`src/rtl/updn_pkg.sv`:
```
// Shared state type and sizing helpers for the up/down counter button front end.
package updn_pkg;

    typedef enum logic [1:0] {
        ST_IDLE,
        ST_FIRST,
        ST_HOLD,
        ST_REPEAT
    } req_state_t;

    localparam int CNT_W_DEF = 5;
    localparam int NUM_BTN   = 3;
    localparam int BTN_UP    = 0;
    localparam int BTN_DOWN  = 1;
    localparam int BTN_LOAD  = 2;

    // Bits needed for a counter running 0 .. max_count-1.
    function automatic int ctr_width(input int max_count);
        return (max_count < 2) ? 1 : $clog2(max_count);
    endfunction

endpackage

```
`src/rtl/btn_debounce.sv`:
```
// Two-flop synchroniser plus debouncer for one raw button; rise/fall are
// combinational strobes valid in the cycle the debounced level flips.
module btn_debounce
    import updn_pkg::*;
#(
    parameter int DEBOUNCE_CYCLES = 4
) (
    input  logic clk,
    input  logic rst,
    input  logic btn,
    output logic rise,
    output logic fall
);

    localparam int CW = ctr_width(DEBOUNCE_CYCLES);
    localparam logic [CW-1:0] LAST = CW'(DEBOUNCE_CYCLES - 1);

    logic          sync1_reg;
    logic          sync2_reg;
    logic          level_reg;
    logic [CW-1:0] cnt_reg;
    logic          flip;

    // The level flips on the DEBOUNCE_CYCLES-th consecutive disagreeing sample.
    assign flip = (sync2_reg != level_reg) && (cnt_reg == LAST);
    assign rise = flip && !level_reg;
    assign fall = flip && level_reg;

    always_ff @(posedge clk) begin
        if (rst) begin
            sync1_reg <= 1'b0;
            sync2_reg <= 1'b0;
            level_reg <= 1'b0;
            cnt_reg   <= '0;
        end else begin
            sync1_reg <= btn;
            sync2_reg <= sync1_reg;
            if (sync2_reg == level_reg) begin
                cnt_reg <= '0;
            end else if (flip) begin
                level_reg <= sync2_reg;
                cnt_reg   <= '0;
            end else begin
                cnt_reg <= cnt_reg + 1'b1;
            end
        end
    end

endmodule

```
`src/rtl/updn_button_ctrl.sv`:
```
// Button front end: debounced per-button request FSMs, command arbitration and
// load value capture. Define UPDN_AUTOREPEAT_EN to auto-repeat held up/down.
module updn_button_ctrl
    import updn_pkg::*;
#(
    parameter int DEBOUNCE_CYCLES = 4,
    parameter int REPEAT_DELAY    = 8,
    parameter int REPEAT_PERIOD   = 3,
    parameter int CNT_W           = CNT_W_DEF
) (
    input  logic             clk,
    input  logic             rst,
    input  logic             btn_up,
    input  logic             btn_down,
    input  logic             btn_load,
    input  logic [CNT_W-1:0] sw_in,
    input  logic             h_flag,
    input  logic             l_flag,
    output logic             up,
    output logic             down,
    output logic             load,
    output logic [CNT_W-1:0] load_val,
    output logic             blocked
);

`ifdef UPDN_AUTOREPEAT_EN
    localparam bit REPEAT_EN = 1'b1;
`else
    localparam bit REPEAT_EN = 1'b0;
`endif

    if (DEBOUNCE_CYCLES < 1 || REPEAT_DELAY < 1 || REPEAT_PERIOD < 2) begin : g_bad_params
        $error("updn_button_ctrl: illegal DEBOUNCE_CYCLES/REPEAT_DELAY/REPEAT_PERIOD");
    end

    logic [NUM_BTN-1:0] btn_raw;
    logic [NUM_BTN-1:0] rise;
    logic [NUM_BTN-1:0] fall;
    logic [NUM_BTN-1:0] req;

    assign btn_raw = {btn_load, btn_down, btn_up};

    genvar gi;
    for (gi = 0; gi < NUM_BTN; gi++) begin : g_btn
        btn_debounce #(
            .DEBOUNCE_CYCLES(DEBOUNCE_CYCLES)
        ) u_deb (
            .clk  (clk),
            .rst  (rst),
            .btn  (btn_raw[gi]),
            .rise (rise[gi]),
            .fall (fall[gi])
        );

        if (REPEAT_EN && gi != BTN_LOAD) begin : g_rep
            localparam int RW = ctr_width((REPEAT_DELAY > REPEAT_PERIOD) ? REPEAT_DELAY : REPEAT_PERIOD);
            localparam logic [RW-1:0] DELAY_LAST  = RW'(REPEAT_DELAY - 1);
            localparam logic [RW-1:0] PERIOD_LAST = RW'(REPEAT_PERIOD - 1);

            req_state_t    state_reg, state_next;
            logic [RW-1:0] rep_cnt_reg, rep_cnt_next;
            logic          req_bit;

            always_ff @(posedge clk) begin
                if (rst) begin
                    state_reg   <= ST_IDLE;
                    rep_cnt_reg <= '0;
                end else begin
                    state_reg   <= state_next;
                    rep_cnt_reg <= rep_cnt_next;
                end
            end

            always_comb begin
                state_next   = state_reg;
                rep_cnt_next = '0;
                req_bit      = 1'b0;
                case (state_reg)
                    ST_IDLE:   if (rise[gi]) state_next = ST_FIRST;
                    ST_FIRST: begin
                        req_bit    = 1'b1;
                        state_next = ST_HOLD;
                    end
                    ST_HOLD: begin
                        if (rep_cnt_reg == DELAY_LAST) begin
                            req_bit    = 1'b1;
                            state_next = ST_REPEAT;
                        end else begin
                            rep_cnt_next = rep_cnt_reg + 1'b1;
                        end
                    end
                    ST_REPEAT: begin
                        if (rep_cnt_reg == PERIOD_LAST) req_bit = 1'b1;
                        else                            rep_cnt_next = rep_cnt_reg + 1'b1;
                    end
                    default:   state_next = ST_IDLE;
                endcase
                // Release wins over any request due in the same cycle.
                if (fall[gi]) begin
                    state_next   = ST_IDLE;
                    rep_cnt_next = '0;
                    req_bit      = 1'b0;
                end
            end

            assign req[gi] = req_bit;
        end else begin : g_once
            req_state_t state_reg, state_next;
            logic       req_bit;

            always_ff @(posedge clk) begin
                if (rst) state_reg <= ST_IDLE;
                else     state_reg <= state_next;
            end

            always_comb begin
                state_next = state_reg;
                req_bit    = 1'b0;
                case (state_reg)
                    ST_IDLE:  if (rise[gi]) state_next = ST_FIRST;
                    ST_FIRST: begin
                        req_bit    = 1'b1;
                        state_next = ST_HOLD;
                    end
                    default:  ;  // HOLD waits for release
                endcase
                if (fall[gi]) begin
                    state_next = ST_IDLE;
                    req_bit    = 1'b0;
                end
            end

            assign req[gi] = req_bit;
        end
    end

    logic [CNT_W-1:0] sw_sync1_reg, sw_sync2_reg, load_val_reg;
    logic             up_reg, down_reg, load_reg, blocked_reg;

    always_ff @(posedge clk) begin
        if (rst) begin
            sw_sync1_reg <= '0;
            sw_sync2_reg <= '0;
            load_val_reg <= '0;
            up_reg       <= 1'b0;
            down_reg     <= 1'b0;
            load_reg     <= 1'b0;
            blocked_reg  <= 1'b0;
        end else begin
            sw_sync1_reg <= sw_in;
            sw_sync2_reg <= sw_sync1_reg;
            up_reg       <= 1'b0;
            down_reg     <= 1'b0;
            load_reg     <= 1'b0;
            blocked_reg  <= 1'b0;
            // Load has priority; simultaneous up and down cancel silently.
            if (req[BTN_LOAD]) begin
                load_reg     <= 1'b1;
                load_val_reg <= sw_sync2_reg;
            end else if (req[BTN_UP] && !req[BTN_DOWN]) begin
                up_reg      <= 1'b1;
                blocked_reg <= h_flag;
            end else if (req[BTN_DOWN] && !req[BTN_UP]) begin
                down_reg    <= 1'b1;
                blocked_reg <= l_flag;
            end
        end
    end

    assign up       = up_reg;
    assign down     = down_reg;
    assign load     = load_reg;
    assign blocked  = blocked_reg;
    assign load_val = load_val_reg;

endmodule
```
`config.mk`:
```
export PLATFORM = sky130hd
export DESIGN_NAME = updn_button_ctrl
export DESIGN_NICKNAME = d
export VERILOG_FILES = /design/src/rtl/updn_pkg.sv /design/src/rtl/btn_debounce.sv /design/src/rtl/updn_button_ctrl.sv
export SDC_FILE = /design/constraint.sdc
export NUM_CORES = 1
export LEC_CHECK = 0
export CORE_UTILIZATION = 59
export CTS_CLUSTER_DIAMETER = 150
export CTS_CLUSTER_SIZE = 30
export DETAILED_ROUTE_END_ITERATION = 10
export DONT_BUFFER_PORTS = 1
export PLACE_DENSITY = 0.75
export SLEW_MARGIN = 20
export SYNTH_ARGS = -nofsm -noshare
export SYNTH_HDL_FRONTEND = slang
export SYNTH_SLANG_ARGS = --single-unit
```
`constraint.sdc`:
```
create_clock -name clk -period 1.6 [get_ports clk]
set_input_delay 0.4 -clock clk [delete_from_list [all_inputs] [get_ports clk]]
set_output_delay 0.4 -clock clk [all_outputs]
set_load 0.02 [all_outputs]
```
==> notes.md <==
yosys + openroad results -> Synth area leaders dfxtp_1 57%, nor2b_1 7.6%, nor2_1 3.2%, vias in the first global route between 700 and 800, Seq group 0.00102 W, status finished clean, simple share 0.234, hold crit path type in2reg, DRC Markers 0, Syn-to-layout area delta 7.00%, clock-net power about 0.00063 W, Yosys cell types 32, pwr/cell area ~1100 nW/um^2, Avg Cell Area, Syn between 10 and 15 sq um, Worst Hold Depth 1, main flop type dfxtp_1, minimum setup slack in the final design roughly 280 ps, Hold WS 116 ps, Yosys Warn Count 0, Yosys top cell area share 0.574, fraction of area in multi-input gates 0.374, DR vias/cell 5.29, Post-Syn Nets around 140, clk buf depth 2, Yosys Instances around 130, GRT busiest layer met2, core region area roughly 2200 sq um, Reg power frac 0.609, RSZ-0062 raised after global routing false, GRT Residual Overflow 0, R2R Setup Slk 280 ps, crit start category register, first-pass GRT wire length 3.08 mm, Final Non-Filler Cells 161, die span in x ~51 um, die height approximately 51 um, fillers about 180, Clock transition at path regs about 110 ps, Inverters excl. clock 6, dominant class by area flip-flops and latches, IO Port Bufs 0, Critical Path RT 1840 ps, Latency at later pin 340 ps, final hold vios 0, Highest Signal Layer met4, RePlAce Congestion between 0.7 and 0.8, EDFF count, synth 0, placed cells 153, Slew Viols, Final 0, Rows 17, # IOs 21, register bit total from synthesis roughly 40, flop share of the area 0.536, DR pass1 iterations 4, CP Capture Type register, Max-Cap Viols 0, Clock buf/inv share 0.0511, CTS tree done, Main power group sequential cells, final net count approximately 150, clock buf count 6, Non-Clock Buffer Count 0, count of tool warnings 26, Clk network pwr share 0.375, drt initial violations 7, switching share of power 0.191, Max Clock Skew 12.9 ps, Clock Root Buffer clkbuf_4, XORs/XNORs by Area 0.0188, Slew headroom 0.800, most frequent cell after synthesis dfxtp_1, Leak Pwr ~0.56 nW, CTS sink cnt roughly 40, Total Power 0.00168 W, adder share 0.0269, reg-to-reg endpoint blocked, Top logic family simple AND/OR/NAND/NOR gates, cts-stage hold buffer count 0, post-CTS setup buffers 0, DP Wirelength 1.27 mm, Hold Crit Start rst
worst max path at each step:
stage,depth (start not counted),startpoint,end
after detailed placement,4,g_btn[2].u_deb.cnt_reg[0],blocked
after CTS,4,g_btn[2].u_deb.cnt_reg[0],blocked
after floorplan,4,g_btn[0].u_deb.cnt_reg[0],blocked
after global placement,4,g_btn[0].u_deb.cnt_reg[0],blocked
final,4,g_btn[0].u_deb.cnt_reg[0],blocked
after global routing,4,g_btn[2].u_deb.cnt_reg[0],blocked
critical path: stages (launching register included):
cell and delay, ps:
dfxtp_1 330, ha_1 250, and3b_1 210, o211a_1 230, a32o_1 200
cell usage in the layout (no fill, tap or decap), types with 2 or more instances in the layout:
| cell type | instances |
|---|---|
| nand4bb_1 | 2 |
| clkbuf_4 | 5 |
| a21oi_1 | 3 |
| nor3_1 | 2 |
| dfxtp_1 | 40 |
| or3_1 | 3 |
| nand2_1 | 2 |
| a22o_1 | 5 |
| and2_1 | 3 |
| ha_1 | 3 |
| mux2i_1 | 3 |
| nand2b_1 | 2 |
| nor2_1 | 12 |
| inv_1 | 6 |
| a211oi_1 | 2 |
| nor2b_1 | 17 |
| a21o_1 | 3 |
| nand3b_1 | 2 |
| xnor2_1 | 3 |
metrics by stage:
step,utilization,cell area (sq um)
after floorplan,-,1400
after global placement,0.640,1420
after detailed placement,0.640,1420
after CTS,0.675,1490
after global routing,0.675,1490
final,0.675,1490
kinds of logic (layout without fill, tap and decap cells):
group | Yosys count | after routing
AOI/OAI and AO/OA | 18 | 18
adders and majority gates | 3 | 3
and+or+nand+nor | 52 | 52
buffers and inverters | 9 | 14
muxes | 3 | 3
DFF | 40 | 40
xor gates and xnor gates | 3 | 3
Metal 3:
Bar = 20 um.
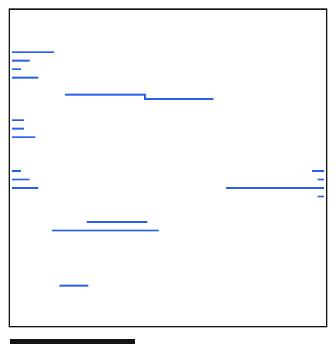
main direction	horizontal
longest straight run	16.8 um
share of all routed wire	5.4%
nets with wire on the layer	15
met3 usage: 0.0939
Total Wirelength: 1.89 mm
vias: 852

Sequential cells grouped by signal name:
Other sequential cells in the stronger grey, the rest of the logic in the fainter grey.
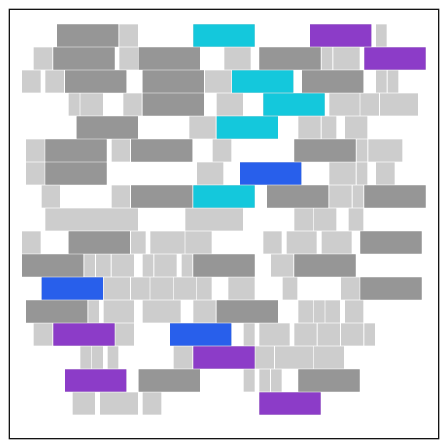
colour	signal	placed flops
cyan	load_val	5
purple	g_btn.u_deb.cnt_reg	6
blue	g_btn.u_deb.sync2_reg	3
not coloured	26
Final Util: 0.675
register area: 801 sq um

Wiring by layer:
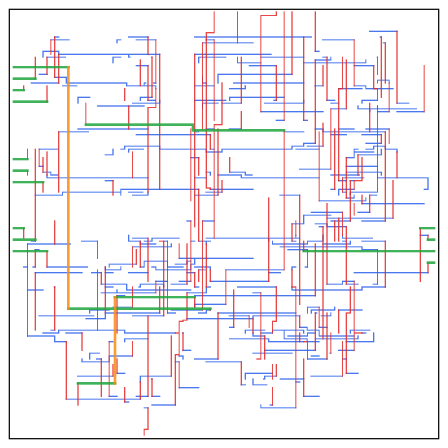
colour	layer	wire length
orange	M4	38.8 um
blue	M1	903 um
red	M2	850 um
green	M3	101 um
WL/cell: 11.8 um
total track usage: 0.176

Power and IR drop assume default switching activity.
